==> src/rtl/multdiv_pkg.sv <==
// rtl/multdiv_pkg.sv - shared encodings for the multdiv scheduler
package multdiv_pkg;

  localparam logic [4:0] OP_RTYPE = 5'b00000;
  localparam logic [4:0] ALU_MUL  = 5'b00110;
  localparam logic [4:0] ALU_DIV  = 5'b00111;

  localparam logic [1:0] ST_IDLE  = 2'd0;
  localparam logic [1:0] ST_START = 2'd1;
  localparam logic [1:0] ST_WAIT  = 2'd2;
  localparam logic [1:0] ST_DONE  = 2'd3;

  localparam logic [31:0] EXC_MUL = 32'd4;
  localparam logic [31:0] EXC_DIV = 32'd5;

endpackage

==> src/rtl/multdiv_scheduler_if.sv <==
// rtl/multdiv_scheduler_if.sv - scheduler to multiplier/divider unit handshake
interface multdiv_scheduler_if;

  logic        ctrl_MULT;
  logic        ctrl_DIV;
  logic [31:0] md_a;
  logic [31:0] md_b;
  logic [31:0] md_result;
  logic        md_exception;
  logic        md_ready;

  modport master (
    output ctrl_MULT, ctrl_DIV, md_a, md_b,
    input  md_result, md_exception, md_ready
  );

  modport slave (
    input  ctrl_MULT, ctrl_DIV, md_a, md_b,
    output md_result, md_exception, md_ready
  );

endinterface

==> src/rtl/multdiv_scheduler_md_decode.sv <==
// rtl/multdiv_scheduler_md_decode.sv - recognises R-type mul/div in the D/X latch
module md_decode
  import multdiv_pkg::*;
(
  input  logic [31:0] insn,
  output logic        is_md,
  output logic        is_div,
  output logic [4:0]  rd
);

  logic rtype;
  logic unused_bits;

  assign rtype  = (insn[31:27] == OP_RTYPE);
  assign is_div = rtype && (insn[6:2] == ALU_DIV);
  assign is_md  = rtype && ((insn[6:2] == ALU_MUL) || (insn[6:2] == ALU_DIV));
  assign rd     = insn[26:22];

  assign unused_bits = ^{insn[21:7], insn[1:0]};

endmodule

==> src/rtl/multdiv_scheduler.sv <==
// rtl/multdiv_scheduler.sv - sequences the shared multiplier/divider for R-type mul/div
module multdiv_scheduler
  import multdiv_pkg::*;
#(
  parameter int TIMEOUT_CYCLES = 40,
  parameter int CNT_W          = 6
) (
  input  logic                clock,
  input  logic                reset,
  input  logic [31:0]         dx_insn,
  input  logic [31:0]         dx_a,
  input  logic [31:0]         dx_b,
  input  logic                kill,
  multdiv_scheduler_if.master md,
  output logic                stall,
  output logic                result_valid,
  output logic [31:0]         result,
  output logic [4:0]          result_rd,
  output logic                exc_valid,
  output logic [31:0]         exc_code
);

  logic [1:0]       state;
  logic [CNT_W-1:0] cnt;
  logic             op_div;
  logic [31:0]      a_q;
  logic [31:0]      b_q;
  logic [4:0]       rd_q;
  logic [31:0]      res_q;
  logic             exc_q;
  logic [31:0]      code_q;

  logic             is_md;
  logic             is_div;
  logic [4:0]       dec_rd;
  logic             detect;

  md_decode u_decode (
    .insn   (dx_insn),
    .is_md  (is_md),
    .is_div (is_div),
    .rd     (dec_rd)
  );

  // The freeze must take effect in the detect cycle itself, before any flop changes.
  assign detect = (state == ST_IDLE) && is_md && !kill && !reset;

  always_ff @(posedge clock or posedge reset) begin
    if (reset) begin
      state  <= ST_IDLE;
      cnt    <= '0;
      op_div <= 1'b0;
      a_q    <= '0;
      b_q    <= '0;
      rd_q   <= '0;
      res_q  <= '0;
      exc_q  <= 1'b0;
      code_q <= '0;
    end else if (kill) begin
      state <= ST_IDLE;
    end else begin
      case (state)
        ST_IDLE: begin
          if (is_md) begin
            a_q    <= dx_a;
            b_q    <= dx_b;
            rd_q   <= dec_rd;
            op_div <= is_div;
            state  <= ST_START;
          end
        end
        ST_START: begin
          cnt   <= '0;
          state <= ST_WAIT;
        end
        ST_WAIT: begin
          if (cnt != {CNT_W{1'b1}}) cnt <= cnt + CNT_W'(1);
          if (md.md_ready) begin
            res_q  <= md.md_result;
            exc_q  <= md.md_exception;
            code_q <= md.md_exception ? (op_div ? EXC_DIV : EXC_MUL) : 32'd0;
            state  <= ST_DONE;
          end else if (cnt == CNT_W'(TIMEOUT_CYCLES - 1)) begin
            // A unit that never answers is reported like a divide error.
            res_q  <= '0;
            exc_q  <= 1'b1;
            code_q <= EXC_DIV;
            state  <= ST_DONE;
          end
        end
        default: state <= ST_IDLE;
      endcase
    end
  end

  assign stall        = detect || (state == ST_START) || (state == ST_WAIT);
  assign md.ctrl_MULT = (state == ST_START) && !op_div && !kill;
  assign md.ctrl_DIV  = (state == ST_START) &&  op_div && !kill;
  assign md.md_a      = a_q;
  assign md.md_b      = b_q;
  assign result_valid = (state == ST_DONE) && !kill;
  assign exc_valid    = result_valid && exc_q;
  assign exc_code     = exc_valid ? code_q : 32'd0;
  assign result       = res_q;
  assign result_rd    = rd_q;

endmodule
==> src/flat_wrapper.sv <==
// flat-port wrapper written by rule: the top's interface ports become plain ports
module multdiv_scheduler_flat import multdiv_pkg::*;
#(
  parameter int TIMEOUT_CYCLES = 40,
  parameter int CNT_W          = 6
)
  (clock, reset, dx_insn, dx_a, dx_b, kill, stall, result_valid, result, result_rd, exc_valid, exc_code, md_ctrl_MULT, md_ctrl_DIV, md_md_a, md_md_b, md_md_result, md_md_exception, md_md_ready);
  multdiv_scheduler_if md_i ();
  input  logic clock;
  input  logic reset;
  input  logic [31:0] dx_insn;
  input  logic [31:0] dx_a;
  input  logic [31:0] dx_b;
  input  logic kill;
  output logic stall;
  output logic result_valid;
  output logic [31:0] result;
  output logic [4:0] result_rd;
  output logic exc_valid;
  output logic [31:0] exc_code;
  output wire logic [$bits(md_i.ctrl_MULT)-1:0] md_ctrl_MULT;
  output wire logic [$bits(md_i.ctrl_DIV)-1:0] md_ctrl_DIV;
  output wire logic [$bits(md_i.md_a)-1:0] md_md_a;
  output wire logic [$bits(md_i.md_b)-1:0] md_md_b;
  input wire logic [$bits(md_i.md_result)-1:0] md_md_result;
  input wire logic [$bits(md_i.md_exception)-1:0] md_md_exception;
  input wire logic [$bits(md_i.md_ready)-1:0] md_md_ready;
  assign md_ctrl_MULT = md_i.ctrl_MULT;
  assign md_ctrl_DIV = md_i.ctrl_DIV;
  assign md_md_a = md_i.md_a;
  assign md_md_b = md_i.md_b;
  assign md_i.md_result = md_md_result;
  assign md_i.md_exception = md_md_exception;
  assign md_i.md_ready = md_md_ready;
  multdiv_scheduler #(.TIMEOUT_CYCLES(TIMEOUT_CYCLES), .CNT_W(CNT_W)) u_core (.clock(clock), .reset(reset), .dx_insn(dx_insn), .dx_a(dx_a), .dx_b(dx_b), .kill(kill), .md(md_i), .stall(stall), .result_valid(result_valid), .result(result), .result_rd(result_rd), .exc_valid(exc_valid), .exc_code(exc_code));
endmodule
==> config.mk <==
export PLATFORM = sky130hd
export DESIGN_NAME = multdiv_scheduler_flat
export DESIGN_NICKNAME = d
export VERILOG_FILES = /design/src/rtl/multdiv_pkg.sv /design/src/rtl/multdiv_scheduler_if.sv /design/src/rtl/multdiv_scheduler_md_decode.sv /design/src/rtl/multdiv_scheduler.sv /design/src/flat_wrapper.sv
export SDC_FILE = /design/constraint.sdc
export NUM_CORES = 1
export LEC_CHECK = 0
export ABC_AREA = 1
export CORE_AREA = 2 2 116 118
export CTS_CLUSTER_DIAMETER = 60
export CTS_CLUSTER_SIZE = 24
export DETAILED_ROUTE_END_ITERATION = 10
export DIE_AREA = 0 0 118 120
export PLACE_DENSITY = 0.87
export SYNTH_ARGS = -nofsm -noshare
export SYNTH_HDL_FRONTEND = slang
export SYNTH_SLANG_ARGS = --single-unit
==> constraint.sdc <==
create_clock -name clock -period 5 [get_ports clock]
set_input_delay 1 -clock clock [delete_from_list [all_inputs] [get_ports clock]]
set_output_delay 1 -clock clock [all_outputs]
set_load 0.02 [all_outputs]
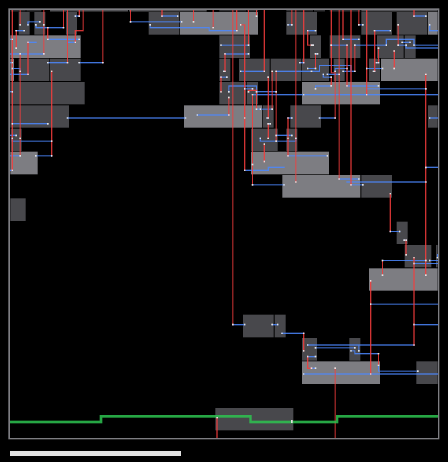
Fig. 1. Layout detail.
Bar = 20 um. Window x 34 to 84, y 59 to 109 um. Cells in gray, sequential cells in the stronger gray; small squares are vias.
red -> metal 2
green -> metal 3
blue -> metal 1
most frequent = clkdlybuf4s50_1 (14), dfrtp_1 (9), nand2_1 (8)
cells with their middle in the window = 47
sequential cells in the window = 9
netlist names of flops here include = u_core.md.md_a (7)

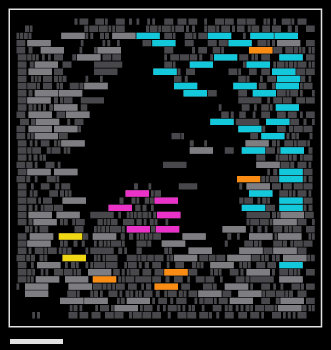
Fig. 2. Where the registers sit.
Bar = 20 um. Other sequential cells in the stronger gray, the rest of the logic in the fainter gray.
yellow -> u_core.code_q  # sequential cells 2
orange -> u_core.result_rd  # sequential cells 5
magenta -> u_core.cnt  # sequential cells 6
cyan -> u_core.md.md_a  # sequential cells 32
not colored = 67

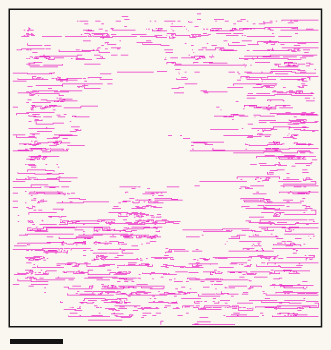
Fig. 3. Signal wires on met1.
Bar = 20 um.
wire length on this layer = 5070 um
main direction = horizontal
longest straight run = 34.5 um
share of all routed wire = 42%
nets with wire on the layer = 764
met1 usage: 20.79%
vias: 4270
total routed wirelength: 12170 um

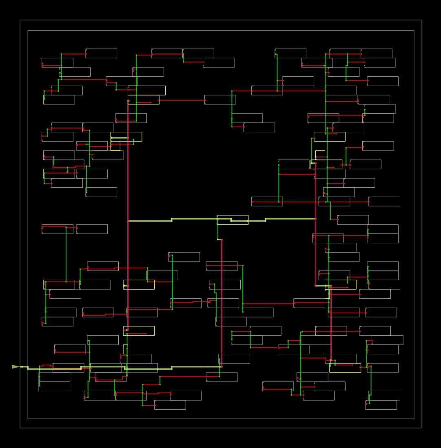
Fig. 4. The clock network.
flop count: 112
insertion delay at the late pin of the worst-skew pair: 340 ps
power of the clock network: 0.000695 W
Setup Skew: 9.951 ps

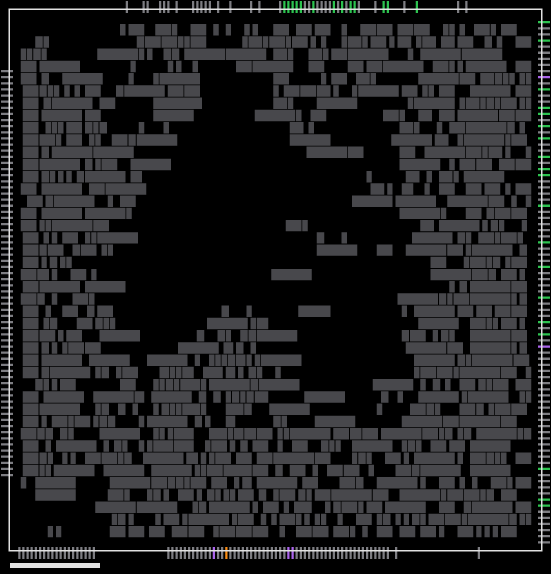
Fig. 5. Pin map.
Bar = 20 um. Pins as bars across the die edge, other pins in gray.
purple -> result_rd  # pins 5, direction output, edge 3 south, 2 east
orange -> kill  # pins 1, direction input, edge south
green -> dx_a  # pins 32, direction input, edge 19 east, 13 north
all pins by edge = 86 east, 75 south, 67 west, 43 north

==> results_dict.tcl <==
# yosys + openroad results
set metrics [dict create \
    grt_pass1_vias 4286 \
    yosys_area_um2 5095 \
    dr.pass1.iters 4 \
    synth_flops 112 \
    grt_pass1_wl_um 20230 \
    die_area_um2 14160 \
    finalSetupTns_ps 0 \
    hpwl_um 8924 \
    io_pins 271 \
    power_leakage_nw 3.652 \
    first_iter_violations 227 \
    use_met2_pct 30.78 \
    cts_sinks 112 \
    yosys-stat-cells 571 \
    area_delta_synth_final_pct 48.23 \
    post-route-min-period_ps 3738 \
    rows 42 \
    rsz0062_at_grt "no" \
    tritoncts "done" \
    max_freq_mhz 267.5 \
    flop_cell "dfrtp_1" \
    drc 0 \
    ys_types 29 \
    synthCells 571 \
    status "finished clean" \
    use_met3_pct 5.656 \
]
[metrics by stage]
stage,worst slack [ps],util (%)
finish,1262,58.18
floorplan,1041,-
global route,1145,58.18
detailed placement,1277,56.04
global placement,1281,56.04
CTS,1257,58.18
[final cells by class]
class / count / area, um2 / share of cell area [%]
Clock inverter: 3 / 45.04 / 0.5964
Inverter: 89 / 336.6 / 4.457
Multi-Input combinational cell: 341 / 1633 / 21.62
Clock buffer: 11 / 232.7 / 3.082
Timing Repair Buffer: 228 / 2282 / 30.22
Tap cell: 176 / 220.2 / 2.916
Sequential cell: 112 / 2803 / 37.11
[registers in the layout, summed over array words and instances (netlist names)]
| signal | flops |
|---|---|
| u_core.code_q | 2 |
| u_core.state | 2 |
| u_core.md.md_a | 32 |
| u_core.result_rd | 5 |
| u_core.op_div | 1 |
| u_core.result | 32 |
| u_core.md.md_b | 32 |
| u_core.cnt | 6 |
[cells by family after synthesis]
family	share of synthesized area, %
xor+xnor	0.1719
buf+inv	15.08
compound gates	9.553
fa+ha+maj	1.228
other cells	0.07360
flops	55.01
simple gates	18.89
[cell usage after synthesis, types with 2 or more instances]
cell	number	area [um2]
nor2_4	4	45.04
buf_6	12	135.1
nand3_1	44	220.2
ha_1	5	62.56
o21ai_2	21	183.9
o21ai_1	53	265.3
nor2_1	9	33.78
buf_4	32	240.2
nand4_1	2	12.51
inv_1	88	330.3
a21oi_1	4	20.02
dfrtp_1	112	2803
o21ai_0	2	10.01
clkbuf_1	8	30.03
buf_2	5	25.02
nand2_1	157	589.3
[metal layers]
metal / vias up / part of all wire, %
met5: - / 0
met4: 0 / 1.4
met3: 14 / 8.9
li1: 2110 / -
met2: 182 / 48
met1: 1964 / 42
[critical path, stage by stage]
cell and delay [ps]:
clkdlybuf4s50_1 650, nor3_1 410, clkdlybuf4s50_1 670
[path summary, 6_finish.rpt]
check | to | cells after the start
max | exc_code[2] | 3
min | u_core.result[30] | 2
max reg2reg | u_core.md.md_a[13] | 9
min reg2reg | u_core.result[30] | 2
max in group asynchronous | u_core.md.md_a[7] | 3
min in group asynchronous | u_core.md.md_b[29] | 2
[power breakdown]
group	internal (W)	total [W]	switching (W)	leakage (nW)
logic	0.000433	0.000920	0.000487	2.02
clock network	0.000384	0.000695	0.000311	0.128
registers	0.00107	0.00116	0.0000961	1.51
total	0.00189	0.00278	0.000894	3.65
Power figures rest on the tool's default switching activity, not on a simulated workload.
